Figure 1. Register map, names as in the netlist (run 1).
Scale bar: 10 um. Other sequential cells in the stronger grey, the rest of the logic in the fainter grey.
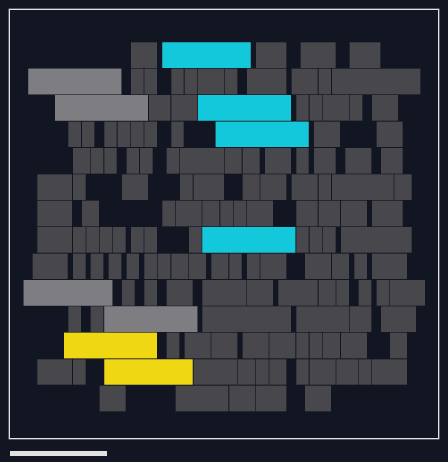
Figure 2. Metal layers overlaid (run 1).
Scale bar: 10 um.
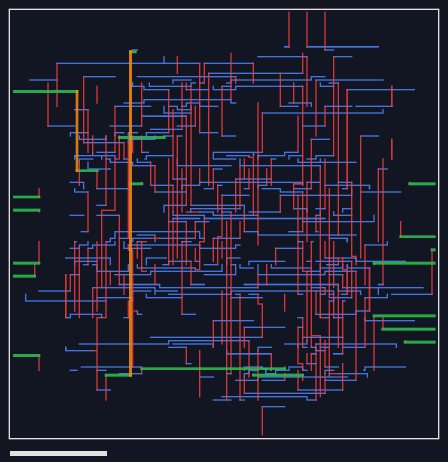
Figure 3. The clock network (run 1).
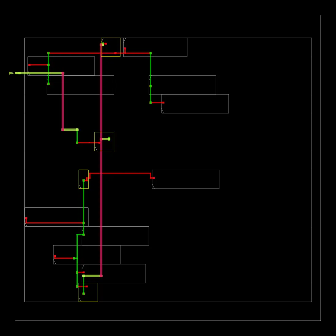
Figure 4. Drive-strength map (run 1).
Scale bar: 10 um.
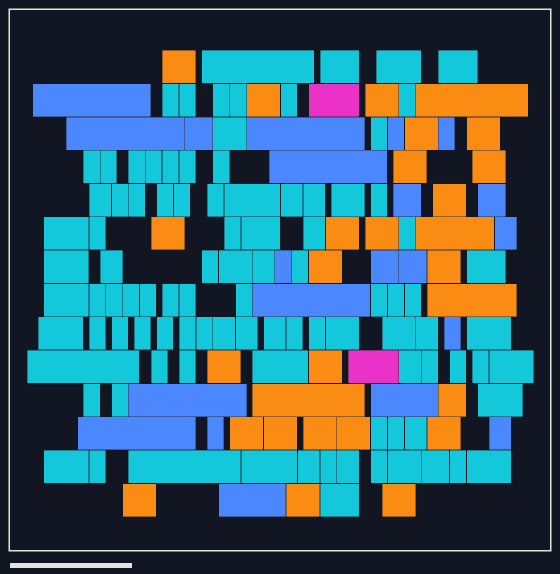
**config.mk**
```make
export PLATFORM = sky130hd
export DESIGN_NAME = countdown_timer
export DESIGN_NICKNAME = d
export VERILOG_FILES = /design/src/rtl/countdown_timer.sv
export SDC_FILE = /design/constraint.sdc
export NUM_CORES = 1
export LEC_CHECK = 0
export ABC_AREA = 1
export ABC_CLOCK_PERIOD_IN_PS = 1700
export CORE_UTILIZATION = 45
export DETAILED_ROUTE_END_ITERATION = 8
export PLACE_DENSITY = 0.72
export SLEW_MARGIN = 20
export SYNTH_ARGS = -nofsm -noshare
export SYNTH_HDL_FRONTEND = slang
export SYNTH_SLANG_ARGS = --single-unit
```
**constraint.sdc**
```tcl
create_clock -name clock -period 1.7 [get_ports clock]
set_input_delay 0.425 -clock clock [delete_from_list [all_inputs] [get_ports clock]]
set_output_delay 0.425 -clock clock [all_outputs]
set_load 0.005 [all_outputs]
```
**src/rtl/countdown_timer.sv**
```systemverilog
// countdown_timer: programmable modulo down-counter with periodic (auto-reload)
// and one-shot modes. Counts from a clamped start value down to zero, flags
// underflow while sitting at zero in RUN, then reloads or parks in DONE.
module countdown_timer #(
    parameter int WIDTH   = 4,
    parameter int MODULUS = 12
) (
    input  logic             clock,
    input  logic             reset,
    input  logic             load,
    input  logic [WIDTH-1:0] load_value,
    input  logic             start,
    input  logic             stop,
    input  logic             auto_reload,
    output logic [WIDTH-1:0] out,
    output logic             underflow,
    output logic             busy,
    output logic             done
);

    // Largest legal count; also the reset value of counter and reload register.
    localparam logic [WIDTH-1:0] MAX_VAL = WIDTH'(MODULUS - 1);

    typedef enum logic [1:0] {
        ST_IDLE = 2'b00,
        ST_RUN  = 2'b01,
        ST_DONE = 2'b10
    } state_t;

    state_t           state_q, state_d;
    logic [WIDTH-1:0] count_q, count_d;
    logic [WIDTH-1:0] reload_q, reload_d;

    // Saturate out-of-range load values so the counter never leaves 0..MODULUS-1.
    function automatic logic [WIDTH-1:0] clamp(input logic [WIDTH-1:0] v);
        logic [WIDTH-1:0] r;
        if ({1'b0, v} > {1'b0, MAX_VAL}) begin
            r = MAX_VAL;
        end else begin
            r = v;
        end
        return r;
    endfunction

    // State, counter and reload registers with asynchronous reset.
    always_ff @(posedge clock or posedge reset) begin
        if (reset) begin
            state_q  <= ST_IDLE;
            count_q  <= MAX_VAL;
            reload_q <= MAX_VAL;
        end else begin
            state_q  <= state_d;
            count_q  <= count_d;
            reload_q <= reload_d;
        end
    end

    // Next-state logic; priority is load > stop > start.
    always_comb begin
        state_d  = state_q;
        count_d  = count_q;
        reload_d = reload_q;
        if (load) begin
            // Load always returns to IDLE, aborting a run or clearing DONE.
            count_d  = clamp(load_value);
            reload_d = clamp(load_value);
            state_d  = ST_IDLE;
        end else begin
            case (state_q)
                ST_IDLE: begin
                    // Counting resumes from the held value; stop outranks start.
                    if (stop) begin
                        state_d = ST_IDLE;
                    end else if (start) begin
                        state_d = ST_RUN;
                    end else begin
                        state_d = ST_IDLE;
                    end
                end
                ST_RUN: begin
                    if (stop) begin
                        // Stop even at zero: no reload and no DONE transition.
                        state_d = ST_IDLE;
                    end else if (count_q == {WIDTH{1'b0}}) begin
                        // Zero is never decremented: reload or finish instead.
                        if (auto_reload) begin
                            count_d = reload_q;
                        end else begin
                            state_d = ST_DONE;
                        end
                    end else begin
                        count_d = count_q - WIDTH'(1);
                    end
                end
                ST_DONE: begin
                    // Restart of the one-shot from the reload register.
                    if (start) begin
                        count_d = reload_q;
                        state_d = ST_RUN;
                    end else begin
                        state_d = ST_DONE;
                    end
                end
                default: begin
                    state_d = ST_IDLE;
                    count_d = MAX_VAL;
                end
            endcase
        end
    end

    // Outputs decode directly from registers; counter already holds 0 in DONE.
    assign out       = count_q;
    assign busy      = (state_q == ST_RUN);
    assign done      = (state_q == ST_DONE);
    assign underflow = (state_q == ST_RUN) && (count_q == {WIDTH{1'b0}});

endmodule

```
==> results_dict.tcl, run 1 <==
# place-and-route summary
set metrics [dict create \
    ys_cells 110 \
    routed_wirelength_mm 1.768 \
    insertion_delay_ns 0.27 \
    crit-reg2reg-launch "out[1]" \
    synth_area_leader_cell "dfstp_2" \
    hold_path.class "in2async" \
    rrSetupSlack_ns 0.11 \
    r2r_cells 8 \
    cts_htree_levels 1 \
    crit_path_start_kind "flip-flop" \
    nets 166 \
    critPathLaunch "state_q[0]" \
    clkSinkCount 10 \
    setup_viol 0 \
    io_buffers 16 \
    die_h_um 44.09 \
    finClkSkew_ns 0.01021 \
    fill_cells 125 \
    top_cell_area_share_pct 19.78 \
    status "complete, no violations" \
    crit_fanout 2 \
    cp.arrival_ns 1.24 \
    rsz0062_at_grt "true" \
    synthCells 110 \
    critPathMaxStageDelay_ns 0.43 \
    mi_logic_area_um2 493.0 \
    synth.distinct_cells 25 \
    ir_worst_vdd_mv 0.4610 \
    syn_area_um2 797.0 \
    crit_slowest_cell "dfrtp_2" \
    critPathTopFamily "flip-flops" \
    cp-end-kind "output pin" \
    hold_viol 0 \
    worst-path-buf-inv 2 \
    postSynthAreaPerCell_um2 7.246 \
    max_freq_mhz 601.5 \
    die_area_um2 1943 \
    antenna_found_initial 0 \
    dpl.hpwl_mm 1.370 \
    warnings 32 \
    area_leaders "dfstp_2 (20%), nand2_1 (18%), dfrtp_1 (13%)" \
    fp_util_pct 50.56 \
    drc 0 \
    synth-seq-area-share_pct 32.34 \
    numSynthFlops 10 \
    drive_gt1_share_pct 34.23 \
    ys_warn_count 0 \
    drtPass1Iterations 6 \
    max_slew.worst_pin.slew_ns 0.3766 \
    grt_pass1_wl_mm 3.049 \
    p_leak_nw 0.5952 \
    die_w_um 44.09 \
    num_antenna_cells 0 \
    grt_pass1_vias 745 \
    gp_congestion 0.8301 \
    slew_headroom_pct 74.86 \
    cts_buffer_depth 2 \
    max-cap-violations 0 \
    cp.required_ns 1.27 \
    cts.clk_slew.worst_paths_ns 0.07 \
    power.total_w 0.0007233 \
    ant_nets 0 \
    initialDrtViolationCount 20 \
    core_area_um2 1577 \
    r2r-end "out[1]" \
    ys_area_um2 797.0 \
    grt_max_degree 11 \
    grt.overflow.total 0 \
    postPlaceCellArea_um2 1071 \
    path_cells "ha_4, buf_4, dlygate4sd2_1" \
    synthesis.nets 126 \
    rows 14 \
    cts_tree "built" \
    power.density_nw_per_um2 617.6 \
    critPathKind "reg2out" \
    cts-root-buf "clkbuf_4" \
    finalCriticalPeriod_ns 1.663 \
    num_io_pins 17 \
    finalCritPeriodShare_pct 97.79 \
    drv_slew 0 \
    viasPerCell 5.000 \
]
Notes on Figure 1 above:
name in the netlist	colour	flops
out	cyan	4
state_q	yellow	2
sequential power: 0.000290 W
sequential cell area share: 22.12%
Final Util: 74.29%
register area: 259.0 um2

Notes on Figure 2 above:
layer	colour	wire length
M1	blue	855 um
M4	orange	41.5 um
M3	green	75.9 um
M2	red	796 um
global-route usage over all layers: 21.70%
vias: 825
detailed-route wire length per cell: 10.72 um

Notes on Figure 3 above:
CTS buffer count: 3
Flops: 10
Clk power: 0.000172 W

Notes on Figure 4 above:
size	colour	cells	share
x3 and x4	orange	28	19%
x6 and larger	magenta	2	1.3%
x1 and smaller	cyan	98	66%
x2	blue	21	14%
nonclk buf count: 38
Finished Cell Area: 1171 um2
Layout area overhead: 46.94%

==> run 1: what timing repair did <==
item                       in CTS  in global routing
cloned                          0                  0
hold buffers                    0                  0
resized                        13                 10
pin swaps                       2                  2
setup endpoints to repair       7                  3
buffers inserted                3                  3
==> run 1: final cells by class <==
class	count	share of cell area, %
multi-input combinational	83	42.09
timing repair buffer	38	27.14
sequential	10	22.12
inverter	14	4.701
clock buffer	4	2.244
tap	16	1.709
==> run 1: sequential cells by signal, indices dropped and copies added, names as in the netlist <==
| register | cells |
|---|---|
| reload_q | 4 |
| out | 4 |
| state_q | 2 |
==> run 1: power by group <==
part	internal (W)	switching [W]	leakage, nW	total, W
Sequential	0.000274	0.0000160	0.115	0.000290
Clock	0.0000907	0.0000817	0.0150	0.000172
Combinational	0.000138	0.000123	0.465	0.000261
==> run 1: worst reg2reg max path: stages (launching register included) <==
cell	delay [ns]
dfstp_2	0.53
inv_2	0.05
buf_4	0.12
buf_4	0.12
ha_1	0.25
nand3b_1	0.16
nand3_1	0.10
nand2_1	0.05
a21boi_1	0.14
==> run 1: Yosys cell counts (all sizes together) <==
cell      n
dfrtp     4
xor2      1
nand3    10
buf       3
o2111ai   1
a22oi     1
a21o      1
o21ai     4
a211oi    1
a21oi     1
nand2    41
a21boi    1
inv      14
dfstp     6
nor4      1
nand3b    3
ha        6
nor2     11
==> run 1: placed cells by master (no fill, tap or decap), types with 2 or more instances in the layout <==
cell and instances:
buf_4 20, buf_6 2, clkbuf_2 2, clkbuf_4 3, clkdlybuf4s50_1 10, dfrtp_1 3, dfstp_2 6, dlygate4sd2_1 4
ha_1 3, ha_4 2, inv_1 8, inv_2 5, nand2_1 38, nand2_2 3, nand3_1 9, nand3b_1 2
nor2_1 9, nor2_2 2, o21ai_0 4
==> run 1: logic make-up after synthesis <==
| group | Yosys count | share of synthesized area, % |
|---|---|---|
| compound gates | 10 | 8.792 |
| xor+xnor | 1 | 1.099 |
| fa+ha+maj | 6 | 9.419 |
| buf+inv | 17 | 10.20 |
| flops | 10 | 32.34 |
| simple gates | 66 | 38.15 |
==> run 1: stage by stage <==
stage          hold WS, ns  setup slack [ns]  instances  setup TNS, ns
2_1_floorplan       0.2609            0.2880        110              0
3_3_place_gp        0.4561          -0.03322        155       -0.03322
3_5_place_dp        0.4544          -0.05393        155       -0.05393
4_1_cts             0.4269           -0.1318        162        -0.1318
5_1_grt             0.4957          -0.03733        165       -0.03733
6_report            0.4199           0.03749        165              0
==> run 1: worst max-delay path by stage <==
stage | to | slack (ns) | cells past startpoint
floorplan | out[1] | 0.29 | 8
global placement | underflow | -0.03 | 5
detailed placement | underflow | -0.05 | 5
CTS | underflow | -0.13 | 5
global route | out[2] | -0.04 | 11
finish | busy | 0.04 | 3
==> run 1: layer usage <==
layer  routed length [um]  global-route usage (%)
met5                    0                       0
met4                   41                   14.55
met3                   75                   1.633
met2                  795                   31.76
met1                  855                   30.71
==> run 2, diff against run 1 <==
--- a/config.mk
+++ b/config.mk
@@ -10,6 +10,7 @@
 export CORE_UTILIZATION = 45
 export DETAILED_ROUTE_END_ITERATION = 8
 export PLACE_DENSITY = 0.72
+export SKIP_CTS_REPAIR_TIMING = 1
 export SLEW_MARGIN = 20
 export SYNTH_ARGS = -nofsm -noshare
 export SYNTH_HDL_FRONTEND = slang
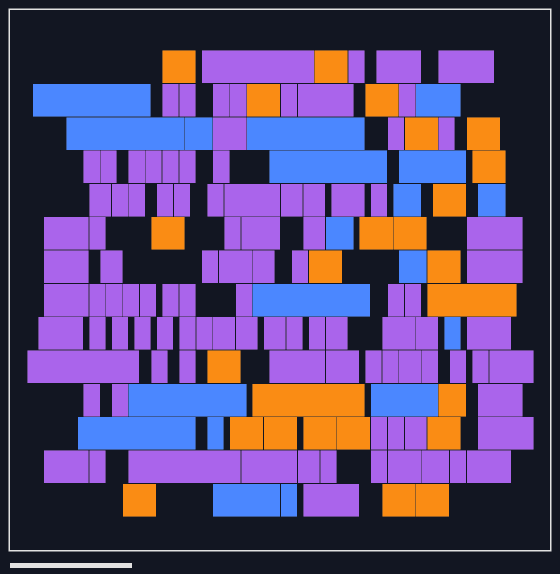
Figure 5: run 2, drive-strength map.
Scale bar: 10 um.
Final Worst Setup Slack: -0.01065 ns
Finished Cell Area: 1154 um2
Layout area overhead: 44.74%

==> results_dict.tcl, run 2 <==
# place-and-route summary
set metrics [dict create \
    status "finished, violations left" \
    violations "negative setup slack" \
    grt.overflow.total 0 \
    io_buffers 16 \
    num_antenna_cells 0 \
    p_int_w 0.0004952 \
    fill_cells 136 \
    max_slew.worst_pin.slew_ns 0.3764 \
    grt_pass1_wl_mm 2.925 \
    synth_area_leader_cell "dfstp_2" \
    cp-end-kind "output pin" \
    crit_fanout 2 \
    setup_viol 1 \
    synth-edff-count 0 \
    p_switching_w 0.0002121 \
    critPathKind "reg2out" \
    p_leak_nw 0.6492 \
    cts_buffer_depth 2 \
    finalCriticalPeriod_ns 1.711 \
    insertion_delay_ns 0.27 \
    lay_top_count "nand2_1" \
    synthArstFlopShare_pct 100.0 \
    grt_pass1_vias 723 \
    drc 0 \
    ys_warn_count 0 \
    warnings 31 \
    ant_nets 0 \
    dpl.hpwl_mm 1.370 \
    antenna_found_initial 0 \
    ys_cells 110 \
    switching_share_pct 29.98 \
    grt_max_degree 11 \
    fp_util_pct 50.56 \
    hold_viol 0 \
    drv_slew 0 \
    num_io_pins 17 \
    syn_area_um2 797.0 \
    cts-root-buf "clkbuf_4" \
    power_frac_comb_pct 34.9 \
    core_area_um2 1577 \
    synth.distinct_cells 25 \
    setup_slack_ns -0.01065 \
    p_seq_share_pct 40.6 \
    die_w_um 44.09 \
    final_cell_mix "nand2_1 (38), buf_4 (19), inv_1 (10), clkdlybuf4s50_1 (10)" \
    power.density_nw_per_um2 613.1 \
    hold_path.class "in2async" \
    cp.required_ns 1.27 \
    nets 163 \
    viasPerCell 4.920 \
    fin_util_pct 73.17 \
    die_area_um2 1943 \
    clkSinkCount 10 \
    max_freq_mhz 584.6 \
    gp_congestion 0.8301 \
    initialDrtViolationCount 18 \
    cp.arrival_ns 1.29 \
    r2r_cells 8 \
    finalCritPeriodShare_pct 100.6 \
    crit_path_start_kind "flip-flop" \
    ff_type "dfstp_2" \
    finalSetupTns_ns -0.01065 \
    final_cells 162 \
    area_leaders "dfstp_2 (20%), nand2_1 (18%), dfrtp_1 (13%)" \
    synthCells 110 \
    slew_headroom_pct 74.88 \
    r2r-end "out[1]" \
    most_common_cell "nand2_1" \
    drive_gt1_share_pct 30.14 \
    post-place-ws_ns -0.05393 \
    synthesis.nets 126 \
    synthTopCellsByCount "nand2_1 (38), inv_1 (12), nand3_1 (9), nor2_1 (9)" \
    numSynthFlops 10 \
    cts_htree_levels 1 \
    finClkSkew_ns 0.01066 \
    drtPass1Iterations 6 \
    rrSetupSlack_ns 0.20 \
    synth-seq-area-share_pct 32.34 \
    ir_worst_vdd_mv 0.4534 \
    max-cap-violations 0 \
    cts_buffers 3 \
]
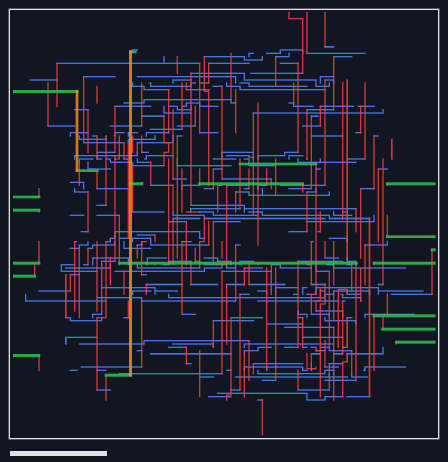
Figure 6: run 2, metal layers overlaid.
Scale bar: 10 um.
layer	colour	wire length
M3	green	98.9 um
M2	red	779 um
M4	orange	41.5 um
M1	blue	847 um
detailed-route wire length per cell: 10.90 um
global-route usage over all layers: 20.75%
vias: 797
final wirelength: 1.766 mm

-- run 2: cell types whose count changed in the layout (fill, tap and decap cells not counted) --
| cell | previous run | this run |
|---|---|---|
| dlymetal6s2s_1 | 0 | 6 |
| ha_4 | 2 | 1 |
| inv_1 | 8 | 10 |
| inv_2 | 5 | 3 |
| nand3_4 | 1 | 0 |
| dlygate4sd2_1 | 4 | 0 |
| buf_6 | 2 | 0 |
| nand3_2 | 0 | 1 |
| ha_2 | 1 | 2 |
| buf_4 | 20 | 19 |
| clkbuf_2 | 2 | 0 |
-- run 2: power groups by stage --
stage	clock (W)	sequential [W]	combinational (W)
floorplan	0	0.000296	0.000120
global placement	0	0.000292	0.000234
detailed placement	0	0.000294	0.000236
CTS	0.000180	0.000290	0.000237
global route	0.000189	0.000289	0.000277
finish	0.000173	0.000287	0.000247
-- run 2: per-stage QoR --
step | hold slack (ns) | cell area (um2) | total power [W]
2_1_floorplan | 0.2609 | 797.0 | 0.0004161
3_5_place_dp | 0.4544 | 1071 | 0.0005293
4_1_cts | 0.4269 | 1097 | 0.0007066
3_3_place_gp | 0.4561 | 1071 | 0.0005261
5_1_grt | 0.4957 | 1154 | 0.0007548
6_report | 0.4189 | 1154 | 0.0007073
-- run 2: how the worst max path moves through the flow --
stage | from | endpoint | cells after the start
2_1_floorplan | out[0] | out[1] | 8
3_3_place_gp | out[0] | underflow | 5
3_5_place_dp | out[0] | underflow | 5
4_1_cts | out[0] | underflow | 5
5_1_grt | out[0] | underflow | 5
6_report | out[0] | underflow | 5
-- run 2: final cells by class --
cell class                 instances  area [um2]  area share, %
inverter                          14       55.05          4.772
clock buffer                       4       26.28          2.278
timing repair buffer              35       317.8          27.55
sequential                        10       259.0          22.45
multi-input combinational         83       475.5          41.21
tap                               16       20.02          1.735
-- run 2: layer usage --
layer  share of wire, %  vias to the layer above  global-route usage [%]
li1                   -                      421                       -
met1                 48                      347                   29.13
met2                 44                       24                   30.29
met3                5.5                        5                   1.633
met4                2.3                        0                   14.55
met5                  0                        -                       0
-- run 2: kinds of logic after synthesis --
kind of cell	after synthesis	synth area share, %
simple gates	66	38.15
buf+inv	17	10.20
flops	10	32.34
fa+ha+maj	6	9.419
compound gates	10	8.792
xor+xnor	1	1.099
-- run 2: worst max-delay path: stages, from the launching register on --
cell and delay [ns]:
dfstp_2 0.53, inv_1 0.05, ha_2 0.18, nand3_2 0.09
inv_2 0.04, dlymetal6s2s_1 0.14
==> run 3, diff against run 2 <==
--- a/config.mk
+++ b/config.mk
@@ -8,6 +8,7 @@
 export ABC_AREA = 1
 export ABC_CLOCK_PERIOD_IN_PS = 1700
 export CORE_UTILIZATION = 45
+export CTS_BUF_LIST = sky130_fd_sc_hd__clkbuf_16
 export DETAILED_ROUTE_END_ITERATION = 8
 export PLACE_DENSITY = 0.72
 export SKIP_CTS_REPAIR_TIMING = 1
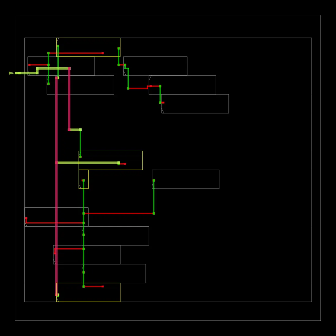
Figure 7: run 3, the clock network.
Insertion Delay late pin: 0.24 ns
Clk power: 0.000414 W
Final Skew: 0.005341 ns

==> results_dict.tcl, run 3 <==
# place-and-route summary
set metrics [dict create \
    crit_path_start_kind "flip-flop" \
    cts_buffer_depth 2 \
    crit_slowest_cell "dfstp_2" \
    path_cells "inv_1, ha_2, nand3_2, inv_2, dlymetal6s2s_1" \
    ys_warn_count 0 \
    synthTopCellsByCount "nand2_1 (38), inv_1 (12), nand3_1 (9), nor2_1 (9)" \
    setup_viol 0 \
    routed_wirelength_mm 1.790 \
    fp_util_pct 50.56 \
    initialDrtViolationCount 15 \
    cts_buffers 3 \
    finalCritPeriodShare_pct 98.51 \
    cp.arrival_ns 1.25 \
    synthCells 110 \
    max-cap-violations 0 \
    wl_met2_um 806 \
    viasPerCell 5.043 \
    grt_max_degree 11 \
    ff_latch_area_um2 259.0 \
    warnings 31 \
    most_common_cell "nand2_1" \
    hold_viol 0 \
    max_freq_mhz 597.1 \
    wl_per_cell_um 11.12 \
    grt.overflow.total 0 \
    cp-end-kind "output pin" \
    dpl.hpwl_mm 1.370 \
    cts_htree_levels 1 \
    p_leak_nw 0.6712 \
    power.total_w 0.0009476 \
    hold_path.class "in2async" \
    drv_slew 0 \
    synth_area_leader_cell "dfstp_2" \
    cts-root-buf "clkbuf_16" \
    synth.distinct_cells 25 \
    numSynthFlops 10 \
    antenna_found_initial 0 \
    drtPass1Iterations 6 \
    critPathKind "reg2out" \
    drc 0 \
    status "complete, no violations" \
    grt_pass1_vias 728 \
    fill_cells 128 \
    power.density_nw_per_um2 790.5 \
    lay_top_count "nand2_1" \
    synthArstFlopShare_pct 100.0 \
    fin_util_pct 76.03 \
    synth-seq-area-share_pct 32.34 \
]
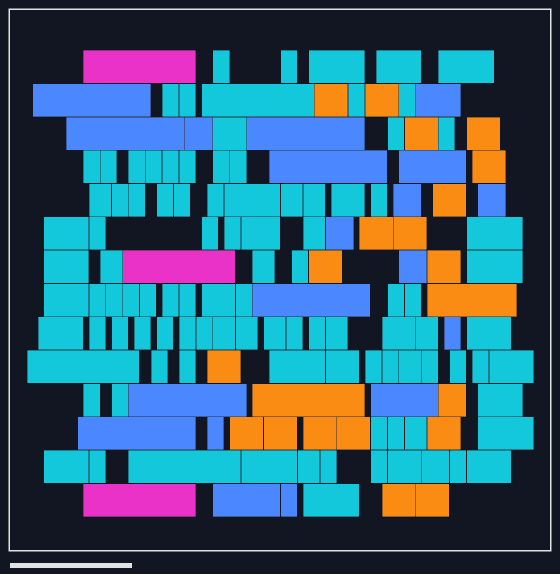
Figure 8: run 3, drive-strength map.
Scale bar: 10 um.
size	colour	cells	share
x3 and x4	orange	21	14%
x2	blue	19	13%
x1 and smaller	cyan	102	70%
x6 and larger	magenta	3	2.1%
Final Worst Setup Slack: 0.02533 ns
Finished Cell Area: 1199 um2
Layout area overhead: 50.39%

==> run 3: netlist changes by cell type in the layout (fill, tap and decap cells not counted) <==
cell / before / now
buf_4: 19 / 18
clkbuf_1: 1 / 0
clkbuf_16: 0 / 3
clkbuf_4: 3 / 0
inv_1: 10 / 11
==> run 3: worst max-delay path by stage <==
stage,startpoint,end,slack [ns],cells after the start
floorplan,out[0],out[1],0.29,8
global placement,out[0],underflow,-0.03,5
detailed placement,out[0],underflow,-0.05,5
CTS,out[0],underflow,-0.31,5
global route,out[0],underflow,-0.03,5
finish,out[0],underflow,0.03,5
==> run 3: routing by layer <==
| layer | global-route usage, % | vias to the layer above |
|---|---|---|
| met4 | 14.55 | 0 |
| met5 | 0 | - |
| met3 | 4.082 | 5 |
| li1 | - | 418 |
| met1 | 29.13 | 360 |
| met2 | 30.88 | 29 |
==> run 3: layout make-up <==
cell class / instances / area share (%)
tap: 16 / 1.670
sequential: 10 / 21.61
clock inverter: 1 / 0.3132
clock buffer: 3 / 6.263
multi-input combinational: 83 / 39.67
timing repair buffer: 34 / 25.89
inverter: 14 / 4.593
==> run 3: critical path, delay by kind of cell (launching register included) <==
family | cells | cell delay (ns)
DFF | 1 | 0.52
and+or+nand+nor | 1 | 0.09
adders and majority gates | 1 | 0.18
buffers and inverters | 3 | 0.23
==> run 3: cell families (layout without fill, tap and decap cells) <==
logic type               count (synthesis)  in the layout  share of synthesized area, %
adder cells (fa/ha/maj)                  6              6                         9.419
XOR/XNOR                                 1              1                         1.099
AND-OR/OR-AND                           10             10                         8.792
buffers and inverters                   17             52                         10.20
AND/OR/NAND/NOR                         66             66                         38.15
flip-flops                              10             10                         32.34
==> run 3: metrics by stage <==
| step | cells | hold slack, ns | worst slack (ns) | TNS [ns] | cell area, um2 |
|---|---|---|---|---|---|
| 3_5_place_dp | 155 | 0.4544 | -0.05393 | -0.05393 | 1071 |
| 6_report | 161 | 0.4566 | 0.02533 | 0 | 1199 |
| 2_1_floorplan | 110 | 0.2609 | 0.2880 | 0 | 797.0 |
| 3_3_place_gp | 155 | 0.4561 | -0.03322 | -0.03322 | 1071 |
| 4_1_cts | 159 | 0.4610 | -0.3054 | -0.9041 | 1150 |
| 5_1_grt | 161 | 0.4916 | -0.03372 | -0.03372 | 1199 |
==> run 3: power by group <==
| part | internal (W) | switching, W |
|---|---|---|
| logic | 0.000129 | 0.000116 |
| registers | 0.000275 | 0.0000135 |
| clock network | 0.000308 | 0.000106 |
Power figures rest on the tool's default switching activity, not on a simulated workload.
